--- src/rtl/uart_pkg.sv ---
// Shared types and helpers for the UART transmit path.
package uart_pkg;

    typedef enum logic [2:0] {
        ST_IDLE,
        ST_START,
        ST_DATA,
        ST_PAR,
        ST_STOP
    } state_e;

    localparam int unsigned PARITY_NONE = 0;
    localparam int unsigned PARITY_ODD  = 1;
    localparam int unsigned PARITY_EVEN = 2;

    function automatic int unsigned clks_per_bit(input int unsigned clk_freq,
                                                 input int unsigned baud);
        return clk_freq / baud;
    endfunction

endpackage

--- src/rtl/uart_tx_if.sv ---
// Byte-level valid/ready handshake into the UART transmitter.
interface uart_tx_if;

    logic [7:0] tx_data;
    logic       tx_valid;
    logic       tx_ready;

    modport master (output tx_data, output tx_valid, input  tx_ready);
    modport slave  (input  tx_data, input  tx_valid, output tx_ready);

endinterface

--- src/rtl/bit_timer.sv ---
// Free-running bit-period counter with a registered end-of-bit pulse.
module bit_timer #(
    parameter int unsigned CLKS_PER_BIT = 16
) (
    input  logic clk,
    input  logic rst,
    input  logic restart,
    output logic bit_done
);

    localparam int unsigned CNT_W = $clog2(CLKS_PER_BIT);
    localparam logic [CNT_W-1:0] LAST = CNT_W'(CLKS_PER_BIT - 1);

    logic [CNT_W-1:0] cnt_q, cnt_d;
    logic             done_q, done_d;

    // done is registered from the next count so it is high exactly while cnt_q == LAST
    always_comb begin
        cnt_d = cnt_q + CNT_W'(1);
        if (restart || (cnt_q == LAST)) begin
            cnt_d = '0;
        end
        done_d = (cnt_d == LAST);
    end

    always_ff @(posedge clk or posedge rst) begin
        if (rst) begin
            cnt_q  <= '0;
            done_q <= 1'b0;
        end else begin
            cnt_q  <= cnt_d;
            done_q <= done_d;
        end
    end

    assign bit_done = done_q;

endmodule

--- src/rtl/uart_tx.sv ---
// 8-bit UART transmitter: holding register, shifter, framing FSM and registered line driver.
module uart_tx
    import uart_pkg::*;
#(
    parameter int unsigned CLK_FREQ  = 100_000_000,
    parameter int unsigned BAUD_RATE = 9600,
    parameter int unsigned PARITY    = 0,
    parameter int unsigned STOP_BITS = 1
) (
    input  logic      clk,
    input  logic      rst,
    uart_tx_if.slave  tx,
    output logic      dout,
    output logic      busy
);

    localparam int unsigned CLKS_PER_BIT = clks_per_bit(CLK_FREQ, BAUD_RATE);

    if (CLKS_PER_BIT < 2) begin : g_bad_cpb
        $error("uart_tx: CLK_FREQ/BAUD_RATE must be at least 2");
    end
    if ((STOP_BITS != 1) && (STOP_BITS != 2)) begin : g_bad_stop
        $error("uart_tx: STOP_BITS must be 1 or 2");
    end
    if (PARITY > PARITY_EVEN) begin : g_bad_par
        $error("uart_tx: PARITY must be 0, 1 or 2");
    end

    state_e     state_q, state_d;
    logic [7:0] shift_q, shift_d;
    logic [7:0] hold_q, hold_d;
    logic       hold_full_q, hold_full_d;
    logic [2:0] idx_q, idx_d;
    logic       stop_q, stop_d;
    logic       par_q, par_d;
    logic       dout_q, dout_d;
    logic       busy_q, busy_d;
    logic       ready_q, ready_d;
    logic       load_c, take_c, bit_done;

    bit_timer #(.CLKS_PER_BIT(CLKS_PER_BIT)) u_bit_timer (
        .clk      (clk),
        .rst      (rst),
        .restart  (load_c),
        .bit_done (bit_done)
    );

    always_comb begin
        state_d     = state_q;
        shift_d     = shift_q;
        hold_d      = hold_q;
        idx_d       = idx_q;
        stop_d      = stop_q;
        par_d       = par_q;
        load_c      = 1'b0;
        take_c      = tx.tx_valid && ready_q;
        hold_full_d = hold_full_q;
        ready_d     = ready_q;
        busy_d      = busy_q;
        dout_d      = 1'b1;

        case (state_q)
            ST_IDLE: begin
                if (hold_full_q) begin
                    state_d = ST_START;
                    load_c  = 1'b1;
                end
            end
            ST_START: begin
                if (bit_done) begin
                    state_d = ST_DATA;
                    idx_d   = '0;
                end
            end
            ST_DATA: begin
                if (bit_done) begin
                    shift_d = {1'b0, shift_q[7:1]};
                    if (idx_q == 3'd7) begin
                        state_d = (PARITY != PARITY_NONE) ? ST_PAR : ST_STOP;
                        stop_d  = 1'b0;
                    end else begin
                        idx_d = idx_q + 3'd1;
                    end
                end
            end
            ST_PAR: begin
                if (bit_done) begin
                    state_d = ST_STOP;
                    stop_d  = 1'b0;
                end
            end
            ST_STOP: begin
                if (bit_done) begin
                    if ((STOP_BITS == 1) || stop_q) begin
                        if (hold_full_q) begin
                            state_d = ST_START;
                            load_c  = 1'b1;
                        end else begin
                            state_d = ST_IDLE;
                        end
                    end else begin
                        stop_d = 1'b1;
                    end
                end
            end
            default: state_d = ST_IDLE;
        endcase

        // Parity is fixed at load time from the byte entering the shifter
        if (load_c) begin
            shift_d = hold_q;
            par_d   = (^hold_q) ^ (PARITY == PARITY_ODD);
        end

        hold_full_d = (hold_full_q && !load_c) || take_c;
        if (take_c) begin
            hold_d = tx.tx_data;
        end
        ready_d = !hold_full_d;
        busy_d  = (state_d != ST_IDLE);

        case (state_d)
            ST_START: dout_d = 1'b0;
            ST_DATA:  dout_d = shift_d[0];
            ST_PAR:   dout_d = par_d;
            default:  dout_d = 1'b1;
        endcase
    end

    always_ff @(posedge clk or posedge rst) begin
        if (rst) begin
            state_q     <= ST_IDLE;
            shift_q     <= '0;
            hold_q      <= '0;
            hold_full_q <= 1'b0;
            idx_q       <= '0;
            stop_q      <= 1'b0;
            par_q       <= 1'b0;
            dout_q      <= 1'b1;
            busy_q      <= 1'b0;
            ready_q     <= 1'b1;
        end else begin
            state_q     <= state_d;
            shift_q     <= shift_d;
            hold_q      <= hold_d;
            hold_full_q <= hold_full_d;
            idx_q       <= idx_d;
            stop_q      <= stop_d;
            par_q       <= par_d;
            dout_q      <= dout_d;
            busy_q      <= busy_d;
            ready_q     <= ready_d;
        end
    end

    assign tx.tx_ready = ready_q;
    assign dout        = dout_q;
    assign busy        = busy_q;

endmodule

--- src/flat_wrapper.sv ---
// flat-port wrapper written by rule: the top's interface ports become plain ports
module uart_tx_flat import uart_pkg::*;
#(
    parameter int unsigned CLK_FREQ  = 100_000_000,
    parameter int unsigned BAUD_RATE = 9600,
    parameter int unsigned PARITY    = 0,
    parameter int unsigned STOP_BITS = 1
)
  (clk, rst, dout, busy, tx_tx_data, tx_tx_valid, tx_tx_ready);
  uart_tx_if tx_i ();
  input  logic clk;
  input  logic rst;
  output logic dout;
  output logic busy;
  input wire logic [$bits(tx_i.tx_data)-1:0] tx_tx_data;
  input wire logic [$bits(tx_i.tx_valid)-1:0] tx_tx_valid;
  output wire logic [$bits(tx_i.tx_ready)-1:0] tx_tx_ready;
  assign tx_i.tx_data = tx_tx_data;
  assign tx_i.tx_valid = tx_tx_valid;
  assign tx_tx_ready = tx_i.tx_ready;
  uart_tx #(.CLK_FREQ(CLK_FREQ), .BAUD_RATE(BAUD_RATE), .PARITY(PARITY), .STOP_BITS(STOP_BITS)) u_core (.clk(clk), .rst(rst), .tx(tx_i), .dout(dout), .busy(busy));
endmodule
--- config.mk ---
export PLATFORM = sky130hd
export DESIGN_NAME = uart_tx_flat
export DESIGN_NICKNAME = d
export VERILOG_FILES = /design/src/rtl/uart_pkg.sv /design/src/rtl/uart_tx_if.sv /design/src/rtl/bit_timer.sv /design/src/rtl/uart_tx.sv /design/src/flat_wrapper.sv
export SDC_FILE = /design/constraint.sdc
export NUM_CORES = 1
export LEC_CHECK = 0
export CORE_MARGIN = 2
export CORE_UTILIZATION = 33
export DETAILED_ROUTE_END_ITERATION = 8
export PLACE_DENSITY = 0.48
export SLEW_MARGIN = 20
export SYNTH_ARGS = -nofsm -noshare
export SYNTH_HDL_FRONTEND = slang
export SYNTH_SLANG_ARGS = --single-unit
--- constraint.sdc ---
create_clock -name clk -period 2.4 [get_ports clk]
set_input_delay 0.48 -clock clk [delete_from_list [all_inputs] [get_ports clk]]
set_output_delay 0.48 -clock clk [all_outputs]
set_load 0.02 [all_outputs]
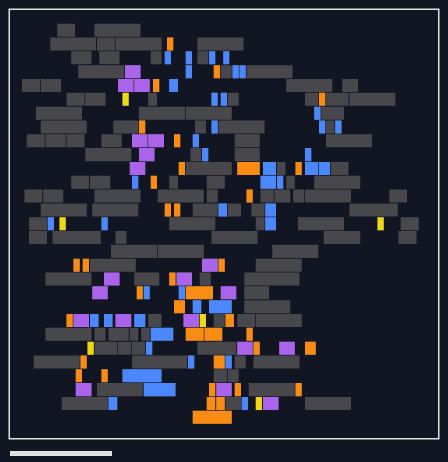
**Above:** run 1 (gate families picked out).
The bar under the picture is 20 µm long.
legend:
  NAND gates:
    color: blue
    cells: 43
  inverters:
    color: yellow
    cells: 6
  NOR gates:
    color: orange
    cells: 37
  XOR/XNOR gates:
    color: purple
    cells: 20
Post-Layout Cell Count: 296
most used logic cell in the final layout: dfrtp_1
logic share of the area: 40.4%

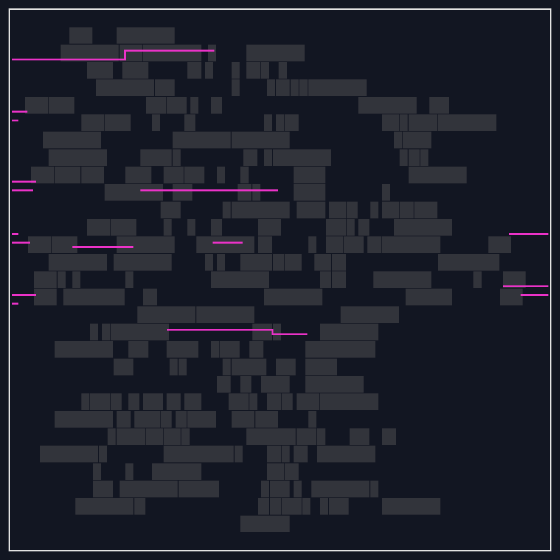
**Above:** run 1 (the metal 3 layer).
nets with wire on the layer: 14
wire length on this layer: 123 µm
share of all routed wire: 3.2%
longest straight run: 21.2 µm
main direction: horizontal
final WL: 3870 µm
M3 GR Usage: 3.83%

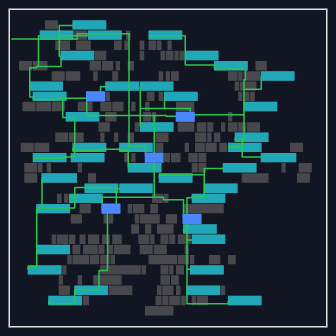
**Above:** run 1 (clock wires, drivers and flops).
legend:
  flip-flops:
    color: cyan
    count: 42
  clock drivers:
    color: blue
    count: 5
  clock wires:
    color: green
    length: 579 µm
flops lie: spread over the die
routed clock nets: 6

==> run 1: where the power goes <==
part / leakage [nW] / total [mW] / internal (mW) / switching, mW
Clock: 0.0714 / 0.693 / 0.444 / 0.249
Combinational: 0.441 / 0.239 / 0.147 / 0.0910
Sequential: 0.537 / 0.812 / 0.761 / 0.0512
Total: 1.05 / 1.74 / 1.35 / 0.391
==> run 1: final cells by class <==
cell class	count	share of cell area, %
Clock buffer	6	3.32
Clock inverter	2	2.42
Inverter	6	0.906
Multi-Input combinational cell	147	40.4
Sequential cell	42	42.4
Tap cell	77	3.88
Timing Repair Buffer	16	6.65
==> run 1: cell usage in the layout, fill, tap and decap left out, types with 3 or more instances in the layout <==
master           count
a21oi_1              3
a31oi_1              8
clkbuf_8             6
clkdlybuf4s50_1     13
dfrtp_1             40
ha_1                 3
inv_1                5
mux2_2               8
nand2_1             26
nand2b_1             3
nand3_1              6
nor2_1              26
nor3_1               3
o21ai_0              4
xnor2_1             15
xor2_1               5
==> run 1: cells by family (layout without fill, tap and decap cells) <==
| kind of cell | after synthesis | in the layout |
|---|---|---|
| fa+ha+maj | 3 | 3 |
| compound gates | 27 | 27 |
| flops | 42 | 42 |
| buf+inv | 13 | 30 |
| xor+xnor | 20 | 20 |
| simple gates | 87 | 87 |
| mux | 10 | 10 |
==> run 1: layer usage <==
metal,track usage (%),vias up
met2,18.0,20
met1,17.3,691
li1,-,723
met5,0,-
met4,3.96,0
met3,3.83,2
==> run 1: through the flow <==
stage	hold WS (ns)	power [mW]	utilization, %	setup slack, ns
2_1_floorplan	0.454	1.01	-	0.709
3_3_place_gp	0.482	1.07	37.3	0.570
5_1_grt	0.409	1.84	39.6	0.371
3_5_place_dp	0.482	1.07	37.3	0.548
6_report	0.401	1.74	39.6	0.497
4_1_cts	0.393	1.77	39.6	0.478
==> qor.yml, run 1 <==
detailed_routing:
  drt_iter0_drc: 60
  top_layer: "met4"
  wl_met1_um: 2060
  drt_first_pass_iters: 4
finish:
  nFillCells: 622
  largest_reg_flops: 14
  seq_area_um2: 1050
  synthToLayoutAreaGrowth_pct: 17.0
  stdcell_area_um2: 2480
  largestRegisters: "u_core.u_bit_timer.cnt_q: 14 flops, u_core.hold_q: 8 flops, u_core.shift_q: 8 flops"
  n_antenna_cell: 0
cts:
  cts_root_buf: "clkbuf_8"
  cts_buffer_depth: 2
  cts-htree-levels: 2
  clk_latency_ns: 0.29
status:
  status: "finished clean"
setup_path:
  r2r_start: "u_core.u_bit_timer.cnt_q[0]"
  arrival_ns: 1.42
  crit_type: "register to output pin"
  cp.depth: 1
  critPathSlowestCell: "clkdlybuf4s50_1"
  cp-startpoint: "u_core.tx.tx_ready"
  r2r_end: "u_core.u_bit_timer.bit_done"
  r2r_cells: 6
  worst-path-buf-inv: 1
synthesis:
  logic_family: "simple AND/OR/NAND/NOR gates"
  synth.mux.area_fraction_pct: 5.19
  ys_sh_simple_pct: 23.2
  syn_area_um2: 2120
  ys_sh_adder_pct: 1.77
  edf_count: 0
  synthArstFlopShare_pct: 100
  yosysTopAreaCell: "dfrtp_1"
  xor_share_pct: 8.25
  top_area_share_pct: 47.1
  ys_warn_count: 0
  yosys-top-cells-count: "40 x dfrtp_1, 26 x nand2_1, 26 x nor2_1"
global_route:
  grt_pass1_wl_um: 6960
  grt_pass1_vias: 1453
  antenna_found_initial: 0
place:
  place.detailed.hpwl_um: 2710
power:
  p_per_area_nw_per_um2: 702
timing:
  hold_viol: 0
  fin_worst_skew_ns: 0.00659
  timing.final.crit_period_ns: 1.90
floorplan:
  chip_area_um2: 7090
  pin_count: 14
==> run 1 -> run 2 <==
==> constraint.sdc (replaced) <==
create_clock -name clk -period 1.8 [get_ports clk]
set_input_delay 0.36 -clock clk [delete_from_list [all_inputs] [get_ports clk]]
set_output_delay 0.36 -clock clk [all_outputs]
set_load 0.02 [all_outputs]
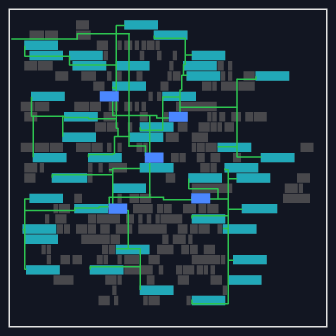
**Above:** run 2 (clock wires, drivers and flops).
legend:
  clock wires:
    color: green
    length: 591 µm
  flip-flops:
    color: cyan
    count: 42
  clock drivers:
    color: blue
    count: 5
routed clock nets: 6
Clk power: 0.922 mW
clock power share: 39.8%
clk ins delay skew pair: 0.29 ns
clock skew: 0.00812 ns

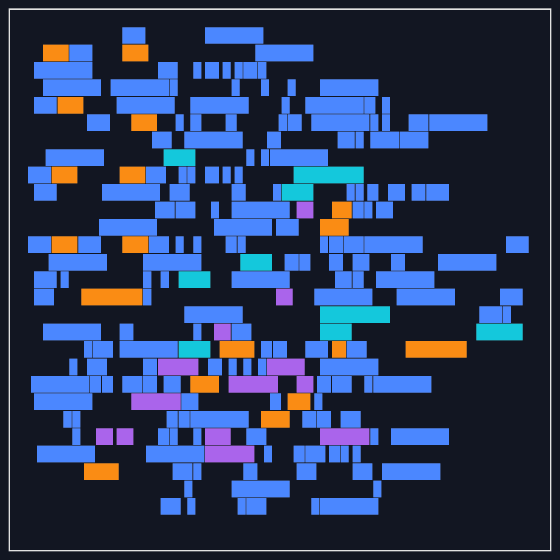
**Above:** run 2 (cells by drive strength).
legend:
  _6 and larger:
    color: cyan
    cells: 9
    share: 4.0%
    most_used: clkbuf_8
  _3 and _4 cells:
    color: purple
    cells: 13
    share: 5.8%
    most_used: buf_4
  _0 and _1 cells:
    color: blue
    cells: 183
    share: 82%
    most_used: dfrtp_1
  _2 cells:
    color: orange
    cells: 18
    share: 8.1%
    most_used: mux2_2
Non-CTS buffers: 20
final setup margin: 0.0415 ns
post-route design area: 2540 µm²

==> run 2 against run 1 <==
Clock power rose by 33%. Critical path depth unchanged. Sequential power up 33%. Setup slack worse by 0.46 ns. Flip-flop count did not move. Synthesized cell count did not move. Global-route usage up 0.11 points. Critical endpoint is now dout. Largest cell class unchanged.
==> qor.yml, run 2 <==
finish:
  n_antenna_cell: 0  # unchanged
  synthToLayoutAreaGrowth_pct: 19.4
  largestRegisters: "u_core.u_bit_timer.cnt_q: 14 flops, u_core.hold_q: 8 flops, u_core.shift_q: 8 flops"
  largest_reg_flops: 14  # unchanged
  lay_top_count: "dfrtp_1"
  final_cell_mix: "40 x dfrtp_1, 26 x nor2_1, 26 x nand2_1, 15 x xnor2_1, 12 x clkdlybuf4s50_1"
timing:
  timing.final.crit_period_ns: 1.76
  whs_ns: 0.408  # +0.00691 ns
  hold_viol: 0  # unchanged
detailed_routing:
  totalWireLength_um: 3890  # +0.65%
  drt_iter0_drc: 76  # +27%
  top_layer: "met4"
  wl_met1_um: 2110  # +2.9%
setup_path:
  critPathSlowestCell: "clkdlybuf4s50_1"
  arrival_ns: 1.40  # -0.02 ns
power:
  p_seq_mw: 1.08  # +33%
  seqPwrFrac_pct: 46.6  # about the same
  p_sw_share_pct: 22.2  # -0.20 points
  pg_comb_mw: 0.314  # +31%
  p_sw_mw: 0.515  # +32%
  power_leader: "registers"
  power_frac_comb_pct: 13.6  # about the same
floorplan:
  pin_count: 14  # unchanged
  chip_area_um2: 7090  # unchanged
global_route:
  busiest_layer: "met1"
  grtUsageMet3_pct: 3.54  # -0.29 points
  gr-usage-met1_pct: 18.8  # +1.5 points
  globalRouteMet2Util_pct: 16.9  # -1.2 points
  grt_pass1_vias: 1459  # +0.41%
synthesis:
  ys_warn_count: 0  # unchanged
  top_area_share_pct: 47.1  # unchanged
  edf_count: 0  # unchanged
  yosysTopAreaCell: "dfrtp_1"
  yosys-top-cells-count: "40 x dfrtp_1, 26 x nand2_1, 26 x nor2_1"
  synthArstFlopShare_pct: 100  # unchanged
cts:
  cts_buffer_depth: 2  # unchanged
  cts-htree-levels: 2  # unchanged
  cts_root_buf: "clkbuf_8"
place:
  place.detailed.hpwl_um: 2710  # +0.19%
status:
  status: "finished clean"
## run 2: through the flow
stage / setup WS [ns] / total power [mW] / instances / util, % / area, µm²
final: 0.0415 / 2.32 / 300 / 40.4 / 2540
after global routing: 0.0118 / 2.44 / 300 / 40.4 / 2540
after CTS: 0.0225 / 2.36 / 300 / 40.0 / 2510
after detailed placement: 0.128 / 1.42 / 292 / 37.8 / 2370
after global placement: 0.175 / 1.42 / 292 / 37.8 / 2370
after floorplan: 0.109 / 1.35 / 202 / - / 2120
## run 2: kinds of logic (layout without fill, tap and decap cells)
group                    after synthesis  count (layout)  share of synthesized area [%]
AND/OR/NAND/NOR                       87              87                           23.2
flip-flops                            42              42                           49.6
AND-OR/OR-AND                         27              27                           8.90
XOR/XNOR                              20              20                           8.25
buffers and inverters                 13              34                           3.06
multiplexers                          10              10                           5.19
adder cells (fa/ha/maj)                3               3                           1.77
## run 2: final timing paths
path                                 startpoint                 end  slack, ns  depth (start not counted)
worst max-delay path                u_core.dout                dout       0.04                          1
worst min-delay path                        rst   u_core.state_q[1]       0.41                          3
worst max register to register  u_core.idx_q[0]         u_core.dout       0.20                          7
worst min register to register  u_core.idx_q[1]     u_core.idx_q[1]       0.50                          2
max in group asynchronous                   rst  u_core.tx.tx_ready       1.13                          3
min in group clk                u_core.idx_q[1]     u_core.idx_q[1]       0.50                          2
## run 2: cell type report
class	count	area, µm²
repair buffers	20	194
inverters	6	22.5
clock buffers	6	82.6
multi-input cells	147	1030
clock inverters	2	60.1
flip-flops and latches	42	1050
fillers	640	3740
well taps	77	96.3
## run 2: repair_timing
| item | in CTS | in global routing |
|---|---|---|
| endpoints found under the setup margin | 1 | 2 |
| hold endpoints to repair | 0 | 0 |
| gates resized | 1 | 5 |
No activity file was given, so power comes from the tool's default toggle rates.
